===== src/rtl/sdram_arbiter_if.sv =====
// Two-port request/ack/done bus plus SDRAM controller handshake for sdram_arbiter.
interface sdram_arbiter_if;
  logic       a_req;
  logic       a_we;
  logic       a_ack;
  logic       a_done;
  logic       b_req;
  logic       b_we;
  logic       b_ack;
  logic       b_done;
  logic [4:0] ctrl_state;
  logic       rd_enable;
  logic       wr_enable;
  logic [9:0] refresh_cnt;
  logic       init_done;
  logic       refresh_pending;
  logic       timeout;

  modport master (
    output a_req, a_we, b_req, b_we, ctrl_state,
    input  a_ack, a_done, b_ack, b_done, rd_enable, wr_enable, refresh_cnt,
           init_done, refresh_pending, timeout
  );

  modport slave (
    input  a_req, a_we, b_req, b_we, ctrl_state,
    output a_ack, a_done, b_ack, b_done, rd_enable, wr_enable, refresh_cnt,
           init_done, refresh_pending, timeout
  );
endinterface


===== src/rtl/sdram_arbiter.sv =====
// Round-robin two-port arbiter in front of an SDRAM controller, with refresh
// gating, init tracking and a per-transaction watchdog.
module sdram_arbiter #(
  parameter int unsigned REFRESH_LIMIT = 519,
  parameter int unsigned TIMEOUT       = 255
) (
  input logic            CLK,
  input logic            RESET,
  sdram_arbiter_if.slave bus
);

  typedef enum logic [1:0] {StIdle, StIssue, StBusy} state_e;

  localparam logic [7:0] TimeoutVal = 8'(TIMEOUT);

  state_e     state_q, state_d;
  logic       port_q, port_d;  // granted port: 0 = A, 1 = B
  logic       we_q, we_d;
  logic       ptr_q, ptr_d;    // round-robin preference: 0 = A, 1 = B
  logic [7:0] wdog_q, wdog_d, wdog_inc;
  logic [9:0] refresh_cnt_q, refresh_cnt_d;
  logic       init_done_q;
  logic       timeout_q, timeout_d;
  logic       rd_en_q, wr_en_q;
  logic       a_ack_q, b_ack_q, a_done_q, b_done_q;
  logic       ack_d, done_d;
  logic       refresh_pending;
  logic       ctrl_access;

  assign refresh_pending = 32'(refresh_cnt_q) >= REFRESH_LIMIT;
  assign ctrl_access     = bus.ctrl_state[4];

  always_comb begin
    refresh_cnt_d = refresh_cnt_q;
    if (bus.ctrl_state == 5'b00001) begin
      refresh_cnt_d = '0;
    end else if (refresh_cnt_q != 10'h3ff) begin
      refresh_cnt_d = refresh_cnt_q + 10'd1;
    end
  end

  always_comb begin
    state_d   = state_q;
    port_d    = port_q;
    we_d      = we_q;
    ptr_d     = ptr_q;
    wdog_d    = '0;
    wdog_inc  = wdog_q + 8'd1;
    timeout_d = timeout_q;
    ack_d     = 1'b0;
    done_d    = 1'b0;

    unique case (state_q)
      StIdle: begin
        if (init_done_q && !refresh_pending && (bus.a_req || bus.b_req)) begin
          // A lone requester wins; on contention the pointer decides.
          port_d  = (bus.a_req && bus.b_req) ? ptr_q : bus.b_req;
          we_d    = port_d ? bus.b_we : bus.a_we;
          state_d = StIssue;
        end
      end
      StIssue: begin
        wdog_d = wdog_inc;
        if (ctrl_access) begin
          state_d = StBusy;
          ack_d   = 1'b1;
        end
      end
      StBusy: begin
        wdog_d = wdog_inc;
        if (bus.ctrl_state == 5'b00000) begin
          state_d = StIdle;
          done_d  = 1'b1;
          ptr_d   = ~port_q;
        end
      end
      default: state_d = StIdle;
    endcase

    // Watchdog abort wins over any handshake completing in the same cycle.
    if (state_q != StIdle && wdog_inc == TimeoutVal) begin
      state_d   = StIdle;
      ack_d     = 1'b0;
      done_d    = 1'b0;
      ptr_d     = ptr_q;
      wdog_d    = '0;
      timeout_d = 1'b1;
    end
  end

  always_ff @(posedge CLK or negedge RESET) begin
    if (!RESET) begin
      state_q       <= StIdle;
      port_q        <= 1'b0;
      we_q          <= 1'b0;
      ptr_q         <= 1'b0;
      wdog_q        <= '0;
      refresh_cnt_q <= '0;
      init_done_q   <= 1'b0;
      timeout_q     <= 1'b0;
      rd_en_q       <= 1'b0;
      wr_en_q       <= 1'b0;
      a_ack_q       <= 1'b0;
      b_ack_q       <= 1'b0;
      a_done_q      <= 1'b0;
      b_done_q      <= 1'b0;
    end else begin
      state_q       <= state_d;
      port_q        <= port_d;
      we_q          <= we_d;
      ptr_q         <= ptr_d;
      wdog_q        <= wdog_d;
      refresh_cnt_q <= refresh_cnt_d;
      timeout_q     <= timeout_d;
      if (bus.ctrl_state == 5'b00000) begin
        init_done_q <= 1'b1;
      end
      rd_en_q  <= (state_d == StIssue) && !we_d;
      wr_en_q  <= (state_d == StIssue) && we_d;
      a_ack_q  <= ack_d && !port_q;
      b_ack_q  <= ack_d && port_q;
      a_done_q <= done_d && !port_q;
      b_done_q <= done_d && port_q;
    end
  end

  assign bus.rd_enable       = rd_en_q;
  assign bus.wr_enable       = wr_en_q;
  assign bus.a_ack           = a_ack_q;
  assign bus.b_ack           = b_ack_q;
  assign bus.a_done          = a_done_q;
  assign bus.b_done          = b_done_q;
  assign bus.refresh_cnt     = refresh_cnt_q;
  assign bus.init_done       = init_done_q;
  assign bus.refresh_pending = refresh_pending;
  assign bus.timeout         = timeout_q;

endmodule


===== src/flat_wrapper.sv =====
// flat-port wrapper written by rule: the top's interface ports become plain ports
module sdram_arbiter_flat 
#(
  parameter int unsigned REFRESH_LIMIT = 519,
  parameter int unsigned TIMEOUT       = 255
)
  (CLK, RESET, bus_a_req, bus_a_we, bus_b_req, bus_b_we, bus_ctrl_state, bus_a_ack, bus_a_done, bus_b_ack, bus_b_done, bus_rd_enable, bus_wr_enable, bus_refresh_cnt, bus_init_done, bus_refresh_pending, bus_timeout);
  sdram_arbiter_if bus_i ();
  input logic CLK;
  input logic RESET;
  input wire logic [$bits(bus_i.a_req)-1:0] bus_a_req;
  input wire logic [$bits(bus_i.a_we)-1:0] bus_a_we;
  input wire logic [$bits(bus_i.b_req)-1:0] bus_b_req;
  input wire logic [$bits(bus_i.b_we)-1:0] bus_b_we;
  input wire logic [$bits(bus_i.ctrl_state)-1:0] bus_ctrl_state;
  output wire logic [$bits(bus_i.a_ack)-1:0] bus_a_ack;
  output wire logic [$bits(bus_i.a_done)-1:0] bus_a_done;
  output wire logic [$bits(bus_i.b_ack)-1:0] bus_b_ack;
  output wire logic [$bits(bus_i.b_done)-1:0] bus_b_done;
  output wire logic [$bits(bus_i.rd_enable)-1:0] bus_rd_enable;
  output wire logic [$bits(bus_i.wr_enable)-1:0] bus_wr_enable;
  output wire logic [$bits(bus_i.refresh_cnt)-1:0] bus_refresh_cnt;
  output wire logic [$bits(bus_i.init_done)-1:0] bus_init_done;
  output wire logic [$bits(bus_i.refresh_pending)-1:0] bus_refresh_pending;
  output wire logic [$bits(bus_i.timeout)-1:0] bus_timeout;
  assign bus_i.a_req = bus_a_req;
  assign bus_i.a_we = bus_a_we;
  assign bus_i.b_req = bus_b_req;
  assign bus_i.b_we = bus_b_we;
  assign bus_i.ctrl_state = bus_ctrl_state;
  assign bus_a_ack = bus_i.a_ack;
  assign bus_a_done = bus_i.a_done;
  assign bus_b_ack = bus_i.b_ack;
  assign bus_b_done = bus_i.b_done;
  assign bus_rd_enable = bus_i.rd_enable;
  assign bus_wr_enable = bus_i.wr_enable;
  assign bus_refresh_cnt = bus_i.refresh_cnt;
  assign bus_init_done = bus_i.init_done;
  assign bus_refresh_pending = bus_i.refresh_pending;
  assign bus_timeout = bus_i.timeout;
  sdram_arbiter #(.REFRESH_LIMIT(REFRESH_LIMIT), .TIMEOUT(TIMEOUT)) u_core (.CLK(CLK), .RESET(RESET), .bus(bus_i));
endmodule

===== config.mk =====
export PLATFORM = sky130hd
export DESIGN_NAME = sdram_arbiter_flat
export DESIGN_NICKNAME = d
export VERILOG_FILES = /design/src/rtl/sdram_arbiter_if.sv /design/src/rtl/sdram_arbiter.sv /design/src/flat_wrapper.sv
export SDC_FILE = /design/constraint.sdc
export NUM_CORES = 1
export LEC_CHECK = 0
export ABC_CLOCK_PERIOD_IN_PS = 1950
export CAP_MARGIN = 20
export CELL_PAD_IN_SITES_DETAIL_PLACEMENT = 0
export CELL_PAD_IN_SITES_GLOBAL_PLACEMENT = 1
export CORE_ASPECT_RATIO = 0.9
export CORE_MARGIN = 1.5
export CORE_UTILIZATION = 40
export CTS_CLUSTER_DIAMETER = 60
export DETAILED_ROUTE_END_ITERATION = 16
export HOLD_SLACK_MARGIN = 0.08
export PLACE_DENSITY_LB_ADDON = 0.1
export SLEW_MARGIN = 10
export SYNTH_ARGS = -nofsm -noshare
export SYNTH_HDL_FRONTEND = slang
export SYNTH_SLANG_ARGS = --single-unit
export TNS_END_PERCENT = 1

===== constraint.sdc =====
create_clock -name CLK -period 1.95 [get_ports CLK]
set_input_delay 0.195 -clock CLK [delete_from_list [all_inputs] [get_ports CLK]]
set_output_delay 0.195 -clock CLK [all_outputs]
set_load 0.01 [all_outputs]

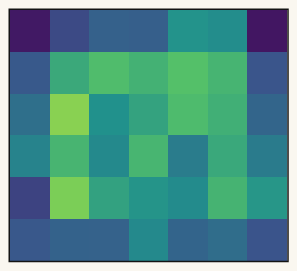
Figure 1: local utilization.
Drawn at 4 px/micron. The die is cut into 7 by 6 equal tiles; dark purple is low, yellow is high, 0 to 100% covered.
- fullest tile: 82%
- tiles over 75% full: 4.8%
- emptiest ninth of the die: upper left
- mean over tiles: 46%
Initial Util: 0.421
core area: 3760 sq um

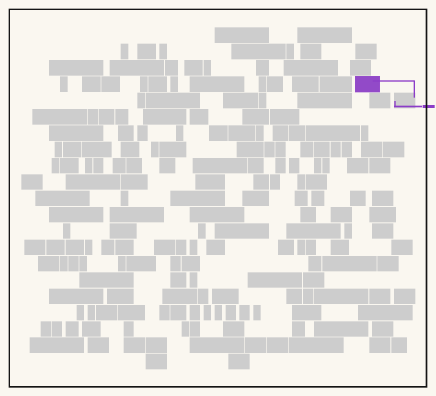
Figure 2: wires at chosen ports, followed through buffers.
Drawn at 6 px/micron.
- purple: `bus_a_we` (direction input; end cells 1; buffers 1; wire 14.8 microns)
I/O Buffers: 29
I/O Pins: 30

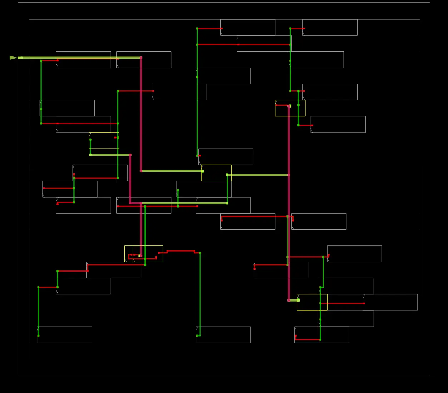
Figure 3: clock nets.
Power Clock: 0.457 mW
clk sinks: 31
flip-flops: 31
Latency at later pin: 0.28 ns

==> impl_metrics.toml <==
# physical design summary
[yosys]
ys_area_sq_um = 1580
ys_seq_share = 0.490
edf_count = 0
synthTopLogicFamily = "simple AND/OR/NAND/NOR gates"
numSynthFlops = 31
ys_sh_mux = 0.0292

[critical_path]
cpLargestDelayFamily = "flip-flops"
critPathLaunchType = "flip-flop"
path_cells = "ha_1 -> a211oi_2 -> a21oi_2 -> dlygate4sd2_1"
cp.arrival_ns = 1.58
timing.rr.start = "u_core.bus.refresh_cnt[0]"

[power_and_ir_drop]
seqPwrFrac = 0.394
swShare = 0.375
irDropWorstVdd_mv = 0.609

[sta]
tightest_slew_ns = 0.416
setup_slack_ns = 0.174
skew_ns = 0.00512
min_period_ns = 1.78
relSlewSlack = 0.723

[detailed_routing]
drc_errors = 0
final_antenna_net_count = 0
top_layer_used = "met4"

[cts]
cts_max_level = 2
cts_setup_buffers = 0
cts-root-buf = "clkbuf_8"
clk_pin_slew_ns = 0.06

[cells_and_area]
syn_to_final_growth_pct = 30.5
nFillCells = 348
fin_nets = 211
largest_reg_flops = 10
drive_above_1_share = 0.156

[place]
pre_cts_ws_ns = 0.0122

[run_status]
run_status = "finished clean"
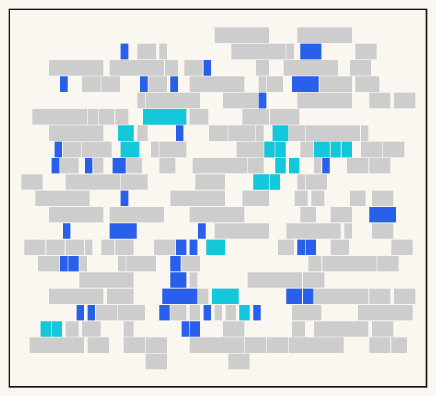
Figure 4: selected gate families.
Drawn at 6 px/micron.
- cyan: aoi and oai cells (cells 18)
- blue: nor cells (cells 37)
logic share of the area: 0.374
top logic cell by instance count in the layout: dfrtp_1
Final Instance Count excl. Fillers: 238

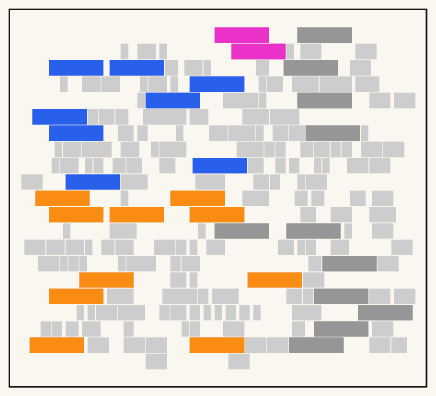
Figure 5: sequential cells grouped by signal name.
Drawn at 6 px/micron.
- blue: `u_core.wdog_q` (flops 8)
- magenta: `u_core.state_q` (flops 2)
- orange: `u_core.bus.refresh_cnt` (flops 10)
- not colored: 11
Reg area: 776 sq um
P_seq: 1.02 mW
fin util: 0.550
flop share of the area: 0.376

final cells by class:
cell class              instances  area (sq um)  share of cell area
flip-flops and latches         31           776               0.376
repair buffers                 38           357               0.173
clock buffers                   6          72.6              0.0351
multi-input cells             109           773               0.374
inverters                       8          30.0              0.0145
well taps                      46          57.6              0.0279
worst max path at each step:
stage                                    startpoint                    to  slack (ns)  cells past startpoint
after floorplan           u_core.bus.refresh_cnt[0]  u_core.bus.wr_enable        0.10                      6
after global placement                    bus_a_req  u_core.bus.wr_enable        0.08                      6
after detailed placement                  bus_a_req  u_core.bus.wr_enable        0.01                      6
after CTS                         u_core.state_q[0]      u_core.wdog_q[3]        0.12                      6
after global routing      u_core.bus.refresh_cnt[0]  u_core.bus.wr_enable        0.01                      7
final                     u_core.bus.refresh_cnt[0]   bus_refresh_pending        0.17                      4
worst reg2reg max path: stages, from the launching register on:
cell      delay [ns]
dfrtp_1         0.42
ha_1            0.24
a211oi_2        0.22
a21oi_2         0.11
nor2_1          0.17
mux2_4          0.33
nor3b_2         0.15
stage by stage:
stage	hold slack (ns)	total power, mW	util	cell area [sq um]	cells
after detailed placement	0.452	2.14	0.529	1990	232
after global placement	0.455	2.10	0.529	1990	232
after global routing	0.359	2.82	0.550	2070	238
after CTS	0.315	2.62	0.549	2060	238
final	0.301	2.60	0.550	2070	238
after floorplan	-0.101	1.66	-	1580	150
Yosys cell counts, types with 3 or more instances:
master	instances	area, sq um
nor2_1	22	82.6
o21ai_0	5	25.0
nand3_1	7	35.0
and2_1	3	18.8
nand2b_1	3	18.8
ha_1	7	87.6
a21oi_1	3	15.0
nand2_1	6	22.5
xor2_1	7	61.3
inv_1	8	30.0
nor3_1	7	35.0
dfrtp_1	31	776
xnor2_1	4	35.0
No activity file was given, so power comes from the tool's default toggle rates.
